## config.mk

```make
export PLATFORM = sky130hd
export DESIGN_NAME = lcd_hex_display
export DESIGN_NICKNAME = d
export VERILOG_FILES = /design/src/rtl/lcd_hex_display.sv
export SDC_FILE = /design/constraint.sdc
export NUM_CORES = 1
export LEC_CHECK = 0
export ABC_AREA = 1
export CAP_MARGIN = 40
export CORE_UTILIZATION = 45
export CTS_BUF_LIST = sky130_fd_sc_hd__clkbuf_4 sky130_fd_sc_hd__clkbuf_8 sky130_fd_sc_hd__clkbuf_16
export CTS_CLUSTER_DIAMETER = 100
export CTS_CLUSTER_SIZE = 20
export DETAILED_ROUTE_END_ITERATION = 6
export PLACE_DENSITY_LB_ADDON = 0.1
export SYNTH_ARGS = -nofsm -noshare
export SYNTH_HDL_FRONTEND = slang
export SYNTH_SLANG_ARGS = --single-unit
```

## constraint.sdc

```tcl
create_clock -name clk -period 3.5 [get_ports clk]
set_input_delay 0.7 -clock clk [delete_from_list [all_inputs] [get_ports clk]]
set_output_delay 0.7 -clock clk [all_outputs]
set_load 0.02 [all_outputs]
```

## src/rtl/lcd_hex_display.sv

```systemverilog
// lcd_hex_display
//
// Drives an HD44780-compatible 16x2 character LCD in 8-bit, write-only mode.
// After a power-up delay it issues the init command sequence. It then shows
// the 32-bit display_value as eight upper-case hex ASCII characters at line 1,
// columns 0-7. The display is re-rendered only when display_value differs from
// the value shown by the last frame. All LCD timing comes from cycle counters;
// the busy flag is never read.
//
// Ports:
//   clk           system clock (same domain as display_value)
//   reset_n       asynchronous active-low reset, synchronous release expected
//   display_value value to show
//   lcd_data      LCD DB7..DB0
//   lcd_rs        0 = command, 1 = data
//   lcd_rw        always 0 (write)
//   lcd_en        LCD enable strobe
//   lcd_on        LCD power, constant 1
//   lcd_blon      backlight, constant 1
//   busy          high during init or while a frame is being written
module lcd_hex_display #(
  parameter int unsigned POWERUP_CYCLES    = 750000,
  parameter int unsigned EN_PULSE_CYCLES   = 25,
  parameter int unsigned CMD_WAIT_CYCLES   = 2500,
  parameter int unsigned CLEAR_WAIT_CYCLES = 100000
) (
  input  logic        clk,
  input  logic        reset_n,
  input  logic [31:0] display_value,
  output logic [7:0]  lcd_data,
  output logic        lcd_rs,
  output logic        lcd_rw,
  output logic        lcd_en,
  output logic        lcd_on,
  output logic        lcd_blon,
  output logic        busy
);

  typedef enum logic [1:0] {
    POWERUP,
    INIT,
    FRAME,
    IDLE
  } state_t;

  // One LCD write: SETUP (1 cycle) -> PULSE -> WAIT.
  typedef enum logic [1:0] {
    W_SETUP,
    W_PULSE,
    W_WAIT
  } wphase_t;

  localparam logic [3:0] INIT_LAST  = 4'd6;
  localparam logic [3:0] FRAME_LAST = 4'd8;

  state_t      state, state_d;
  wphase_t     wph, wph_d;
  logic [3:0]  idx, idx_d;
  logic [31:0] cnt, cnt_d;
  logic [31:0] shadow, shadow_d;
  logic [7:0]  data_d;
  logic        rs_d;

  logic [31:0] wait_len;
  logic        in_write;
  logic        load_write;
  logic [7:0]  next_byte;
  logic        next_rs;
  logic [3:0]  nibble;

  function automatic logic [7:0] hex_ascii(input logic [3:0] n);
    if (n < 4'd10) begin
      hex_ascii = 8'h30 + {4'h0, n};
    end else begin
      hex_ascii = 8'h37 + {4'h0, n};
    end
  endfunction

  assign lcd_rw   = 1'b0;
  assign lcd_on   = 1'b1;
  assign lcd_blon = 1'b1;
  assign busy     = (state != IDLE);
  assign in_write = (state == INIT) || (state == FRAME);

  // Combinational enable so that an asynchronous reset drops it at once.
  assign lcd_en = in_write && (wph == W_PULSE);

  // The clear command needs the long post-write wait; the held lcd_data/lcd_rs
  // identify the write currently in its WAIT phase.
  assign wait_len = (!lcd_rs && (lcd_data == 8'h01)) ? CLEAR_WAIT_CYCLES
                                                     : CMD_WAIT_CYCLES;

  // Sequencer: top-level state plus write sub-phase.
  always_comb begin
    state_d  = state;
    wph_d    = wph;
    idx_d    = idx;
    cnt_d    = cnt;
    shadow_d = shadow;

    unique case (state)
      POWERUP: begin
        if (cnt == POWERUP_CYCLES - 1) begin
          state_d = INIT;
          idx_d   = '0;
          wph_d   = W_SETUP;
          cnt_d   = '0;
        end else begin
          cnt_d = cnt + 32'd1;
        end
      end

      INIT, FRAME: begin
        // The frame's first cycle is the SETUP of its 0x80 write.
        if ((state == FRAME) && (wph == W_SETUP) && (idx == 4'd0)) begin
          shadow_d = display_value;
        end
        unique case (wph)
          W_SETUP: begin
            wph_d = W_PULSE;
            cnt_d = '0;
          end
          W_PULSE: begin
            if (cnt == EN_PULSE_CYCLES - 1) begin
              wph_d = W_WAIT;
              cnt_d = '0;
            end else begin
              cnt_d = cnt + 32'd1;
            end
          end
          default: begin
            if (cnt == wait_len - 1) begin
              cnt_d = '0;
              wph_d = W_SETUP;
              if ((state == INIT) && (idx == INIT_LAST)) begin
                state_d = FRAME;
                idx_d   = '0;
              end else if ((state == FRAME) && (idx == FRAME_LAST)) begin
                state_d = IDLE;
                idx_d   = '0;
              end else begin
                idx_d = idx + 4'd1;
              end
            end else begin
              cnt_d = cnt + 32'd1;
            end
          end
        endcase
      end

      default: begin
        wph_d = W_SETUP;
        cnt_d = '0;
        if (display_value != shadow) begin
          state_d = FRAME;
          idx_d   = '0;
        end
      end
    endcase
  end

  // Byte/RS for the write about to enter SETUP. Data writes never start in the
  // cycle that latches shadow, so the registered shadow is always current.
  always_comb begin
    next_byte = 8'h00;
    next_rs   = 1'b0;
    nibble    = '0;
    if (state_d == INIT) begin
      unique case (idx_d)
        4'd0, 4'd1, 4'd2, 4'd3: next_byte = 8'h38;
        4'd4:                   next_byte = 8'h0C;
        4'd5:                   next_byte = 8'h01;
        default:                next_byte = 8'h06;
      endcase
    end else if (idx_d == 4'd0) begin
      next_byte = 8'h80;
    end else begin
      unique case (idx_d)
        4'd1:    nibble = shadow[31:28];
        4'd2:    nibble = shadow[27:24];
        4'd3:    nibble = shadow[23:20];
        4'd4:    nibble = shadow[19:16];
        4'd5:    nibble = shadow[15:12];
        4'd6:    nibble = shadow[11:8];
        4'd7:    nibble = shadow[7:4];
        default: nibble = shadow[3:0];
      endcase
      next_byte = hex_ascii(nibble);
      next_rs   = 1'b1;
    end
  end

  // Bus lines change only on entry to SETUP and then hold through WAIT and IDLE.
  assign load_write = (wph_d == W_SETUP) &&
                      ((state_d == INIT) || (state_d == FRAME)) &&
                      ((wph != W_SETUP) || (state != state_d));

  always_comb begin
    data_d = lcd_data;
    rs_d   = lcd_rs;
    if (load_write) begin
      data_d = next_byte;
      rs_d   = next_rs;
    end
  end

  always_ff @(posedge clk or negedge reset_n) begin
    if (!reset_n) begin
      state    <= POWERUP;
      wph      <= W_SETUP;
      idx      <= '0;
      cnt      <= '0;
      shadow   <= '0;
      lcd_data <= '0;
      lcd_rs   <= 1'b0;
    end else begin
      state    <= state_d;
      wph      <= wph_d;
      idx      <= idx_d;
      cnt      <= cnt_d;
      shadow   <= shadow_d;
      lcd_data <= data_d;
      lcd_rs   <= rs_d;
    end
  end

endmodule

```

run_1/m1.png
Scale bar: 20 um. Supply wires on this layer in gray.
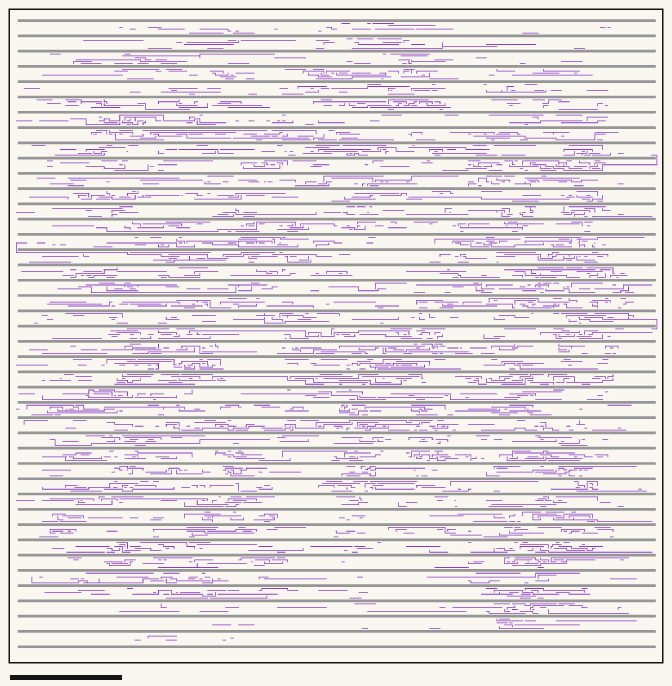
The wires run mostly horizontal. 885 nets have wire on it. The longest straight run is 25.8 um.

run_1/m2.png
Cells faint in the background.
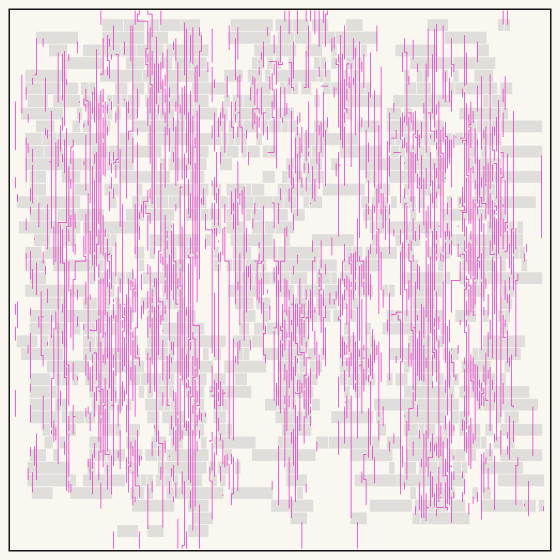
The layer holds 52% of the routed length. The wires run mostly vertical. 776 nets have wire on it.

run_1/m3.png
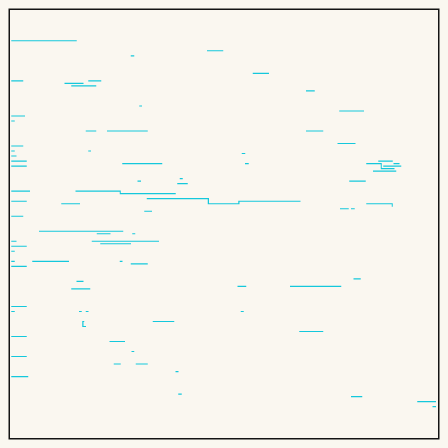
The wires run mostly horizontal. 60 nets have wire on it. The longest straight run is 22.5 um. The layer carries 386 um of wire. The layer holds 2.5% of the routed length.

[run 1: state kept, by name, indices dropped and copies added, names as in the netlist]
signal,flops
cnt,32
shadow,32
lcd_data,8
idx,4
state,2
wph,2
lcd_rs,1
[run 1: layout by cell type (no fill, tap or decap), drive strengths merged]
master | synthesis | layout
a211oi | 2 | 2
a21oi | 13 | 13
a31oi | 2 | 2
and3 | 2 | 2
buf | 17 | 75
bufinv | 0 | 2
clkbuf | 9 | 14
clkdlybuf4s50 | 0 | 22
clkinv | 1 | 1
conb | 2 | 3
dfrtp | 81 | 81
dlymetal6s2s | 0 | 21
ha | 12 | 12
inv | 107 | 107
mux2 | 16 | 16
nand2 | 166 | 166
nand3 | 71 | 71
nand3b | 4 | 4
nand4 | 22 | 22
nor2 | 143 | 143
nor2b | 2 | 2
nor3 | 35 | 35
nor3b | 6 | 6
nor4 | 9 | 9
o211ai | 2 | 2
o21ai | 32 | 32
o22ai | 3 | 3
o31ai | 2 | 2
or2 | 5 | 5
xnor2 | 7 | 7
xor2 | 27 | 27
[run 1: cells in the mapped netlist, types with 3 or more instances]
library cell               count  area share [%]
sky130_fd_sc_hd__o21ai_0      29             2.5
sky130_fd_sc_hd__nor2_4        9             1.7
sky130_fd_sc_hd__nand4_1      21             2.2
sky130_fd_sc_hd__nand3b_1      4            0.51
sky130_fd_sc_hd__nor2_1      129             8.3
sky130_fd_sc_hd__nor3_1       31             2.6
sky130_fd_sc_hd__nand2_4      10             1.9
sky130_fd_sc_hd__xnor2_1       7             1.0
sky130_fd_sc_hd__mux2_2       16             3.1
sky130_fd_sc_hd__nand2_1     144             9.2
sky130_fd_sc_hd__nand3_2       4            0.68
sky130_fd_sc_hd__clkbuf_1      9            0.58
sky130_fd_sc_hd__buf_6         8             1.5
sky130_fd_sc_hd__nor3_2        4            0.68
sky130_fd_sc_hd__inv_1        88             5.6
sky130_fd_sc_hd__nor4_1        7            0.75
sky130_fd_sc_hd__ha_1         12             2.6
sky130_fd_sc_hd__dfrtp_1      81              35
sky130_fd_sc_hd__nor2_2        5            0.53
sky130_fd_sc_hd__nand2_2      12             1.3
sky130_fd_sc_hd__nand3_1      66             5.6
sky130_fd_sc_hd__or2_1         3            0.32
sky130_fd_sc_hd__nor3b_1       6            0.77
sky130_fd_sc_hd__inv_2        18             1.2
sky130_fd_sc_hd__buf_4         7            0.90
sky130_fd_sc_hd__a21oi_2       5            0.75
sky130_fd_sc_hd__a21oi_1       8            0.68
sky130_fd_sc_hd__xor2_1       27             4.0
[run 1: cell type report]
type / count / area, sq um / share of cell area (%)
Clock buffer: 14 / 275 / 3.68
Clock inverter: 2 / 60.1 / 0.802
Inverter: 108 / 413 / 5.51
Multi-Input combinational cell: 586 / 3430 / 45.8
Sequential cell: 81 / 2030 / 27.1
Tap cell: 172 / 215 / 2.87
Timing Repair Buffer: 118 / 1070 / 14.2
[run 1: worst max-delay path by stage]
stage,to,cells past startpoint
5_1_grt,lcd_data[2],26
3_3_place_gp,lcd_data[2],28
3_5_place_dp,lcd_data[2],28
6_report,lcd_data[3],15
2_1_floorplan,lcd_data[2],23
4_1_cts,lcd_data[2],28
==> GITHUB_STEP_SUMMARY, run 1 <==
### Yosys + OpenROAD results

| Metric | Value |
|---|---|
| Outcome | complete, no violations |
| Launching instance or port of the critical path | display_value[1] |
| Number of vias per cell after detailed routing | 5.05 |
| Register share after synthesis | 34.6% |
| Routed vias | 5464 |
| Time the final worst path needs with I/O delays and setup | 3290 ps |
| Setup slack after placement | -241 ps |
| Hold buffers post-CTS | 0 |
| Portion of netlist area occupied by mux cells | 3.07% |
| Highest layer used for signal routing | met4 |
| First drt pass iteration count | 4 |
| Dominant register cell in the synthesized netlist | sky130_fd_sc_hd__dfrtp_1 |
| Placed cells | 1055 |
| Root Driver | sky130_fd_sc_hd__clkbuf_16 |
| Largest net degree at the start of global routing | 49 |
| Final nets | 950 |
| Number of nets with antenna violations after routing | 0 |
| Final hold slack | 342 ps |
| Maximum resistive drop on vdd | 0.201 mV |
| Area of the core | 12700 sq um |
| Max Cap Violations | 0 |
| End of the worst register-to-register path | lcd_data[2] |
| Sort of element at the start of the critical path | input pin |
| Power in sequential cells | 958 uW |
| Power in combinational cells | 181 uW |
| Async set or reset register ratio after synthesis | 100% |
| Largest delay contributor family on the critical path | simple AND/OR/NAND/NOR gates |
| Global-route wire length before repair | 25900 um |
| Wire length reported by the detailed router | 15600 um |
| Synth-to-Final Area Change | 27.8% |
| Final worst slack | 209 ps |
| Length of routed met3 wiring | 385 um |
| Placement-stage cell area | 6830 sq um |
| Number of distinct library cells after synthesis | 46 |
| Slew @ Worst Pin | 664 ps |
| Critical path fanouts, max | 4 |
| Total length of routed met2 wires | 8080 um |
| Synth Register Bits | 81 |
| Num Clock Sinks | 81 |
| Net load switching power | 482 uW |
| Compound-Gate Fraction of Synth Area | 5.64% |
| Clock latency reported for the late side of the worst-skew pair | 340 ps |
| Highest-utilization routing layer at the global route stage | met2 |
| Routed length on met1 | 6410 um |
| Worst slew margin | 55.3% |
| Met1 global-route usage | 27.9% |
| Worst Path Buf+Inv | 3 |
| Worst R2R Path Depth | 25 |
| # DRC | 0 |
| Power density of the placed cells | 294 nW/um^2 |
| Clock power frac | 48.4% |
| Post-detail-place hpwl | 12200 um |
| Initial antenna violation count | 0 |
| Area of all placed cells without fillers | 7490 sq um |
run_1/m4.png
Scale bar: 20 um. Supply wires on this layer in gray.
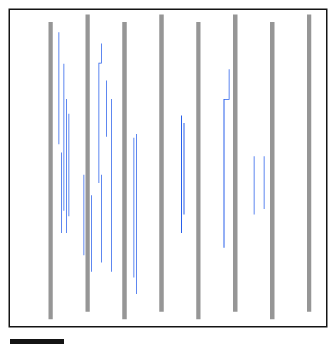

==> run 2, diff against run 1 <==
Clock period 3.5 ns to 3.15 ns, I/O delays scaled along.
run_2/m4.png
Scale bar: 20 um. Supply wires on this layer in gray.
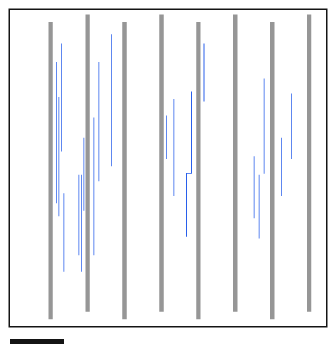
The wires run mostly vertical. The layer carries 649 um of wire. The layer holds 4.0% of the routed length. 19 nets have wire on it.

run_2/m2.png
Cells faint in the background.
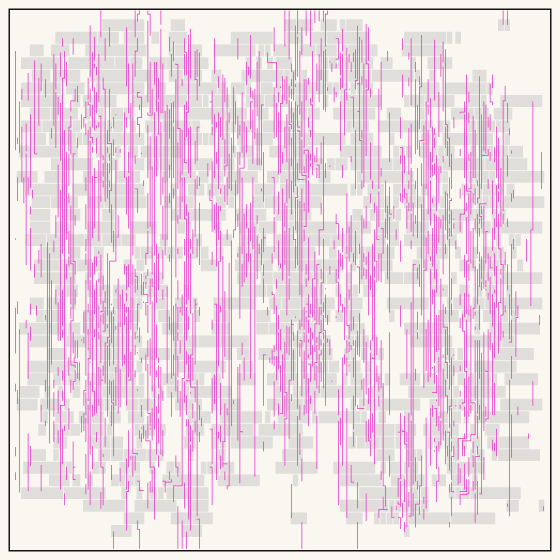
785 nets have wire on it. The longest straight run is 59.2 um.

==> run 2 against run 1 <==
Worst setup slack got worse by 200 ps; via count rose by 1.7%; worst hold slack worse by 76 ps; global-route usage barely moved; clock power is 7% higher; sequential power increased by about 10%; first-iteration DRC count is 2.4% higher; routed wire length rose by 4.3%; non-clock buffer count increased by 20; final cell count rose by 1.8%; largest power group unchanged; highest routed layer unchanged.
==> GITHUB_STEP_SUMMARY, run 2 <==
### Yosys + OpenROAD results

| Metric | Value |
|---|---|
| Slew Limit Fails | 0 |
| Endpoint required time on the critical path | 3390 ps |
| Final worst slack | 4.64 ps (-204 ps) |
| Outcome | complete, no violations |
| Placed cells | 1062 (+0.66%) |
| Height of the die | 116 um |
| # DRC | 0 (unchanged) |
| Root Driver | sky130_fd_sc_hd__clkbuf_16 |
| Slew @ Worst Pin | 656 ps (-7.93 ps) |
| Dominant register cell in the synthesized netlist | sky130_fd_sc_hd__dfrtp_1 |
| Critical path fanouts, max | 8 (+4) |
| Most common logic cell in the routed design | sky130_fd_sc_hd__nand2_1 |
| Nature of the critical path endpoint | register |
| Routed vias | 5558 (+1.7%) |
| Largest type area fraction | 34.6% (unchanged) |
| Post-detail-place hpwl | 12400 um (+2.0%) |
| Maximum achievable frequency | 318 MHz |
| Setup slack after placement | -516 ps (-275 ps) |
| Commonest cells in the netlist | 144 x sky130_fd_sc_hd__nand2_1, 129 x sky130_fd_sc_hd__nor2_1, 88 x sky130_fd_sc_hd__inv_1 |
| Num Clock Sinks | 81 (unchanged) |
| PortBufs | 44 |
| RSZ-0062 raised after global routing | true |
| Most instantiated logic cells after routing | 131 x sky130_fd_sc_hd__nand2_1, 116 x sky130_fd_sc_hd__nor2_1, 91 x sky130_fd_sc_hd__buf_4 |
| I/O pin total | 48 |
| Initial antenna violation count | 0 (unchanged) |
| Global route overflow | 0 |
| Number of vias per cell after detailed routing | 5.05 (about the same) |
| Cell accounting for the most synthesized area | sky130_fd_sc_hd__dfrtp_1 |
| Max Cap Violations | 0 (unchanged) |
| Final nets | 970 (+2.1%) |
| Synth Register Bits | 81 (unchanged) |
| Top Registers | cnt x32, shadow x32, lcd_data x8 |
| Starting density of the core | 46.3% |
| Register share after synthesis | 34.6% (unchanged) |
| Layout cells sized above 1 | 31.5% |
| Global-route wire length before repair | 25700 um (-0.72%) |
| Hold buffers post-CTS | 0 (unchanged) |
| Worst slew margin | 55.9% (+0.53 points) |
| Wire length reported by the detailed router | 16300 um (+4.3%) |
| Largest cells by area | sky130_fd_sc_hd__dfrtp_1 35%, sky130_fd_sc_hd__nand2_1 9.2%, sky130_fd_sc_hd__nor2_1 8.3% |
| Log Warnings | 34 |
| Number of nets with antenna violations after routing | 0 (unchanged) |
| Largest net degree at the start of global routing | 49 (unchanged) |
| Sort of element at the start of the critical path | input pin |
| Synth-to-Final Area Change | 33.6% |
| Final hold slack | 266 ps (-76.5 ps) |
| Async set or reset register ratio after synthesis | 100% (unchanged) |
| Clock latency reported for the late side of the worst-skew pair | 350 ps (about the same) |
| First drt pass iteration count | 6 (+2) |
| Maximum resistive drop on vdd | 0.357 mV (+77%) |
| Power density of the placed cells | 308 nW/um^2 (+4.7%) |
| CTS tree | done |
| Number of synthesis warnings | 0 |
| Arrival time at the worst endpoint | 3380 ps |
| Area of the core | 12700 sq um (unchanged) |
| Time the final worst path needs with I/O delays and setup | 3150 ps |
| Number of distinct library cells after synthesis | 46 (unchanged) |
| Critical path start-end classification | in2reg |
| Row cnt | 41 |
| Routability congestion estimate from global placement | 0.944 |
| Synth top cell by count | sky130_fd_sc_hd__nand2_1 |
run_2/congestion_map.png
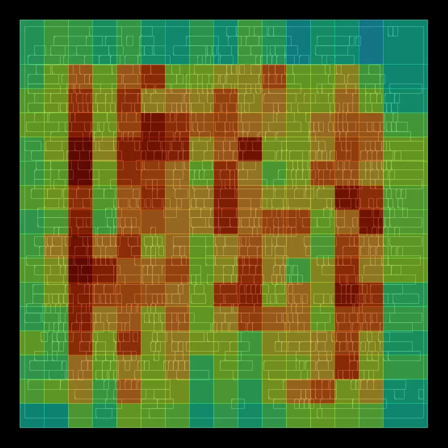
met1 global-route usage: 27.1%
Routed WL per cell: 14.8 um
share of the core filled with cells: 61.8%
overall global routing resource usage: 24.9%
highest-utilization routing layer at the global route stage: met2

==> run 2: path summary, 6_finish.rpt <==
check | startpoint | endpoint | cells past startpoint
worst max-delay path | display_value[14] | lcd_data[2] | 27
worst min-delay path | reset_n | cnt[25] | 1
worst max register to register | cnt[16] | lcd_data[2] | 27
worst min register to register | cnt[0] | cnt[0] | 1
max in group asynchronous | reset_n | cnt[8] | 2
min in group clk | cnt[0] | cnt[0] | 1
==> run 2: power by group <==
group	switching [mW]	internal, mW	total, mW
registers	0.0141	1.05	1.07
logic	0.106	0.0971	0.203
clock network	0.436	0.710	1.15
total	0.556	1.86	2.41
==> run 2: worst max-delay path, stage by stage <==
cell and delay [ps]:
sky130_fd_sc_hd__clkdlybuf4s50_1 470, sky130_fd_sc_hd__inv_2 50, sky130_fd_sc_hd__or2_4 230, sky130_fd_sc_hd__nand3_1 80
sky130_fd_sc_hd__nor2_1 40, sky130_fd_sc_hd__nand3_1 60, sky130_fd_sc_hd__nor2_1 50, sky130_fd_sc_hd__nand2_2 130
sky130_fd_sc_hd__inv_2 60, sky130_fd_sc_hd__nand3_2 80, sky130_fd_sc_hd__nand2_4 70, sky130_fd_sc_hd__buf_12 120
sky130_fd_sc_hd__nor2_4 240, sky130_fd_sc_hd__nand3_2 100, sky130_fd_sc_hd__nand2_1 80, sky130_fd_sc_hd__a31oi_1 40
sky130_fd_sc_hd__nand3b_1 140, sky130_fd_sc_hd__inv_2 70, sky130_fd_sc_hd__ha_4 160, sky130_fd_sc_hd__inv_1 40
sky130_fd_sc_hd__nand2_1 40, sky130_fd_sc_hd__nand2_1 60, sky130_fd_sc_hd__inv_1 40, sky130_fd_sc_hd__nor2_1 90
sky130_fd_sc_hd__nor2_1 50, sky130_fd_sc_hd__nor2_1 100, sky130_fd_sc_hd__nor2_1 40
==> run 2: stage by stage <==
stage / power [mW] / cell area [sq um] / utilization, %
after global routing: 2.49 / 7830 / 61.8
after floorplan: 1.15 / 5870 / -
after global placement: 1.27 / 6880 / 54.3
final: 2.41 / 7830 / 61.8
after CTS: 2.42 / 7300 / 57.6
after detailed placement: 1.27 / 6880 / 54.3
==> run 2: cell type report <==
type | count | area, sq um
flip-flops and latches | 81 | 2030
fillers | 1156 | 4840
clock inverters | 5 | 80.1
clock buffers | 10 | 239
inverters | 108 | 413
multi-input cells | 586 | 3630
repair buffers | 138 | 1220
well taps | 172 | 215
==> run 2: per-layer routing <==
layer	part of all wire, %	global-route usage (%)	vias up
met5	0	0	-
met4	4.0	11.9	0
met3	3.0	5.29	39
met2	53	45.8	118
met1	40	27.1	2602
li1	-	-	2799
==> run 2: logic make-up after synthesis <==
kind of cell    after synthesis  synth area share [%]
flops                        81                  34.6
fa+ha+maj                    12                  2.56
xor+xnor                     34                  5.08
mux                          16                  3.07
other cells                   2                 0.128
simple gates                465                  38.8
buf+inv                     134                  10.2
compound gates               56                  5.63
==> run 2: timing repair <==
action / 4_1_cts / 5_1_grt
endpoints found under the setup margin: 8 / 11
setup buffers: 5 / 18
pin swaps: 11 / 54
resized: 22 / 112
run_2/m1.png
Scale bar: 20 um. Supply wires on this layer in gray.
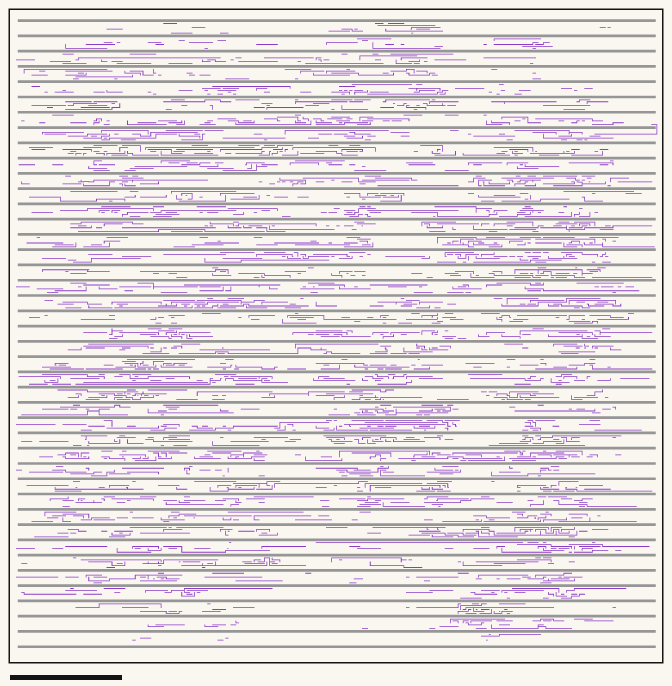

==> run 3, diff against run 2 <==
Settings changed: CELL_PAD_IN_SITES_DETAIL_PLACEMENT from default to 2, CELL_PAD_IN_SITES_GLOBAL_PLACEMENT from default to 2, CORE_ASPECT_RATIO from default to 0.8, CORE_UTILIZATION 45 to 34.
run_3/m1.png
Scale bar: 50 um. Supply wires on this layer in gray.
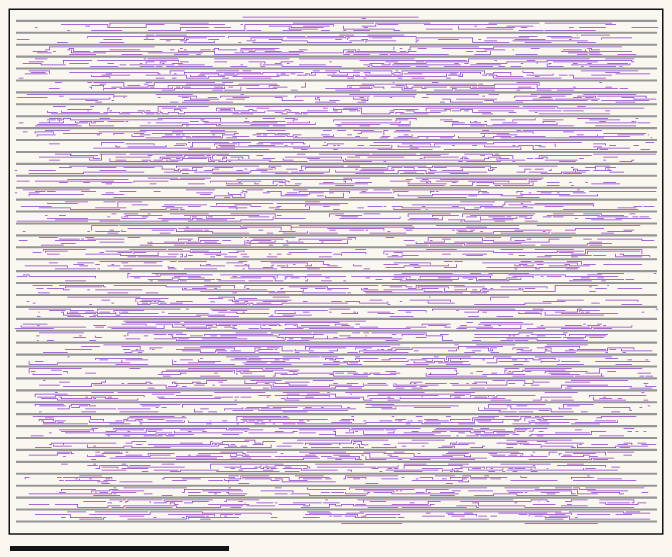
977 nets have wire on it. The layer holds 41% of the routed length. The wires run mostly horizontal. The longest straight run is 67.6 um. The layer carries 14700 um of wire.

run_3/m3.png
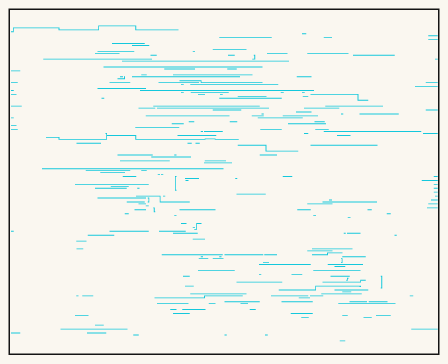
The wires run mostly horizontal. The layer carries 2020 um of wire. 156 nets have wire on it. The layer holds 5.6% of the routed length. The longest straight run is 62.8 um.

run_3/m4.png
Scale bar: 50 um. Supply wires on this layer in gray.
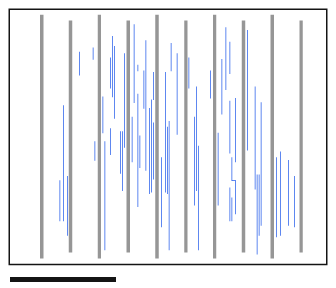
The longest straight run is 61.2 um. The wires run mostly vertical. The layer carries 1680 um of wire. The layer holds 4.7% of the routed length.

==> run 3 against run 2 <==
The flow now finishes with violations (setup timing); final cell count up 9.2%; combinational power increased by 22%; count of clock-buffer cells in the layout unchanged; final area grew 9.5%; synthesized cell count unchanged; first-iteration DRC count grew 71%; core utilization is 10 points lower; clock skew grew 2.5 ps.
==> GITHUB_STEP_SUMMARY, run 3 <==
### Yosys + OpenROAD results

| Metric | Value |
|---|---|
| Number of nets with antenna violations after routing | 0 (unchanged) |
| Startpoint of the worst register-to-register path | cnt[8] |
| Routability congestion estimate from global placement | 0.836 (-11%) |
| Register share after synthesis | 34.6% (unchanged) |
| PortBufs | 44 (unchanged) |
| Power density of the placed cells | 295 nW/um^2 (-4.2%) |
| Highest-utilization routing layer at the global route stage | met2 |
| Number of synthesis warnings | 0 (unchanged) |
| Gate Area | 3940 sq um (+8.5%) |
| Slew @ Worst Pin | 833 ps (+177 ps) |
| Sort of element at the start of the critical path | register |
| Largest type area fraction | 34.6% (unchanged) |
| Row cnt | 42 (+2.4%) |
| First drt pass iteration count | 5 (-1) |
| Synth Register Bits | 81 (unchanged) |
| Delay of the slowest cell on the worst path | 470 ps (about the same) |
| Critical path fanouts, max | 6 (-2) |
| Slew Limit Fails | 0 (unchanged) |
| Time the final worst path needs with I/O delays and setup | 3870 ps (+720 ps) |
| Endpoint required time on the critical path | 3390 ps (about the same) |
| Number of distinct library cells after synthesis | 46 (unchanged) |
| Grt met3 use | 8.01% (+2.7 points) |
| Setup slack after placement | -1180 ps (-661 ps) |
| Routed vias | 6970 (+25%) |
| # DRC | 0 (unchanged) |
| Worst slew margin | 43.9% (-12 points) |
| Async set or reset register ratio after synthesis | 100% (unchanged) |
| Cell accounting for the most synthesized area | sky130_fd_sc_hd__dfrtp_1 |
| Largest cells by area | sky130_fd_sc_hd__dfrtp_1 35%, sky130_fd_sc_hd__nand2_1 9.2%, sky130_fd_sc_hd__nor2_1 8.3% |
| Initial antenna violation count | 0 (unchanged) |
| Dominant register cell in the synthesized netlist | sky130_fd_sc_hd__dfrtp_1 |
| Layout cells sized above 1 | 41.3% (+9.8 points) |
| Largest net degree at the start of global routing | 55 (+12%) |
| Met1 global-route usage | 42.6% (+15 points) |
| RSZ-0062 raised after global routing | true |
| Worst R2R Path Depth | 28 (+3.7%) |
| Clock latency reported for the late side of the worst-skew pair | 370 ps (+20 ps) |
| Area of the core | 16700 sq um (+32%) |
| Clock buffer count from CTS | 9 |
| Area of all placed cells without fillers | 8580 sq um (+9.5%) |
| Global routing met2 resource utilization | 55.0% (+9.1 points) |
| Root Driver | sky130_fd_sc_hd__clkbuf_16 |
| Outcome | finished with violations |
| Flop area | 2040 sq um (+0.55%) |
| Fill count | 1807 (+56%) |
| CTS tree | done |
| Max Cap Violations | 0 (unchanged) |
| Commonest cells in the netlist | 144 x sky130_fd_sc_hd__nand2_1, 129 x sky130_fd_sc_hd__nor2_1, 88 x sky130_fd_sc_hd__inv_1 |
| Nature of the critical path endpoint | register |
| End of the worst register-to-register path | lcd_data[2] |
| Dominant cell type by count on the critical path | sky130_fd_sc_hd__inv_2 |
| Maximum resistive drop on vdd | 0.375 mV (+4.9%) |
| Type of the worst min-delay path | in2async |
| Most instantiated logic cells after routing | 128 x sky130_fd_sc_hd__buf_4, 109 x sky130_fd_sc_hd__nand2_1, 105 x sky130_fd_sc_hd__nor2_1 |
| Worst path slowest cell | sky130_fd_sc_hd__dfrtp_2 |
| Number of vias per cell after detailed routing | 5.80 (+15%) |
| Wire length reported by the detailed router | 35900 um (+120%) |
| Critical path start-end classification | reg2reg |
| Post-detail-place hpwl | 17300 um (+40%) |
| Starting density of the core | 35.1% (-11 points) |
| I/O pin total | 48 (unchanged) |
| Violations in the final reports | setup timing |
| Placement-stage cell area | 7120 sq um (+3.5%) |
| Synth top cell by count | sky130_fd_sc_hd__nand2_1 |
| Most common logic cell in the routed design | sky130_fd_sc_hd__buf_4 |
| Arrival time at the worst endpoint | 4110 ps (+730 ps) |
| Final nets | 1022 (+5.4%) |
| Num Clock Sinks | 81 (unchanged) |
| Overall global routing resource usage | 33.4% (+8.6 points) |
| Final setup violation count | 13 |
| Final worst slack | -716 ps (-720 ps) |
| Global route overflow | 0 (unchanged) |
| Height of the die | 119 um (+2.8%) |
| Routed WL per cell | 29.9 um (+100%) |
| Maximum achievable frequency | 259 MHz (-19%) |
| Hold buffers post-CTS | 0 (unchanged) |
| Synth-to-Final Area Change | 46.3% |
| Log Warnings | 35 (+2.9%) |
| Top Registers | cnt x32, shadow x32, lcd_data x8 |
| Global-route wire length before repair | 44000 um (+71%) |
==> run 3: cell types whose count changed in the layout (fill, tap and decap cells not counted), sizes merged <==
cell | previous run | this run
buf | 95 | 146
clkbuf | 11 | 12
clkdlybuf4s15 | 0 | 1
clkdlybuf4s50 | 15 | 12
clkinv | 1 | 4
clkinvlp | 2 | 0
dlygate4sd2 | 4 | 28
dlymetal6s2s | 23 | 0
nor2 | 143 | 144
==> run 3: routing by layer <==
| layer | wire (um) | vias up |
|---|---|---|
| met5 | 0 | - |
| met4 | 1680 | 0 |
| met3 | 2020 | 116 |
| met2 | 17500 | 329 |
| met1 | 14700 | 3622 |
| li1 | - | 2903 |
==> run 3: per-stage QoR <==
stage | power [mW] | hold WS [ps] | std cells
floorplan | 1.15 | 334 | 801
global placement | 1.28 | 495 | 1134
detailed placement | 1.29 | 527 | 1134
CTS | 2.49 | 403 | 1177
global route | 2.60 | 380 | 1201
finish | 2.53 | 315 | 1201
==> run 3: power breakdown <==
| part | leakage, nW | switching, mW | internal (mW) |
|---|---|---|---|
| Clock | 0.160 | 0.506 | 0.709 |
| Sequential | 0.942 | 0.0208 | 1.05 |
| Combinational | 2.83 | 0.149 | 0.0995 |
| Total | 3.94 | 0.676 | 1.86 |
==> run 3: worst max-delay path by stage <==
stage                       from           to  slack [ps]  depth (start not counted)
6_report                  cnt[8]  lcd_data[2]        -720                         28
5_1_grt        display_value[29]  lcd_data[2]        -740                         28
4_1_cts                   cnt[1]  lcd_data[2]         -70                         27
3_5_place_dp   display_value[13]  lcd_data[2]       -1180                         24
3_3_place_gp   display_value[13]  lcd_data[2]        -870                         24
2_1_floorplan  display_value[29]  lcd_data[2]         210                         23
==> run 3: layout make-up <==
class	count	share of cell area (%)
clock buffer	10	2.71
tap	220	3.21
sequential	81	23.8
multi-input combinational	587	45.9
timing repair buffer	189	18.4
inverter	108	4.92
clock inverter	6	1.06
==> run 3: worst max-delay path, delay by kind of cell (launching register included) <==
| kind | cells | cell delay (ps) |
|---|---|---|
| and+or+nand+nor | 20 | 2510 |
| buffers and inverters | 7 | 590 |
| DFF | 1 | 470 |
| adders and majority gates | 1 | 180 |
==> run 3: logic make-up (layout without fill, tap and decap cells) <==
group | Yosys count | in the layout | share of synthesized area [%]
AOI/OAI and AO/OA | 56 | 56 | 5.63
xor gates and xnor gates | 34 | 34 | 5.08
adders and majority gates | 12 | 12 | 2.56
buffers and inverters | 134 | 313 | 10.2
DFF | 81 | 81 | 34.6
muxes | 16 | 16 | 3.07
other | 2 | 3 | 0.128
and+or+nand+nor | 465 | 466 | 38.8
==> run 3: repair_timing <==
action,in CTS,in global routing
pin swaps,78,63
endpoints found under the setup margin,9,35
cloned,1,0
buffers inserted,26,25
resized,134,119
Power is estimated from default activity; no workload was simulated.
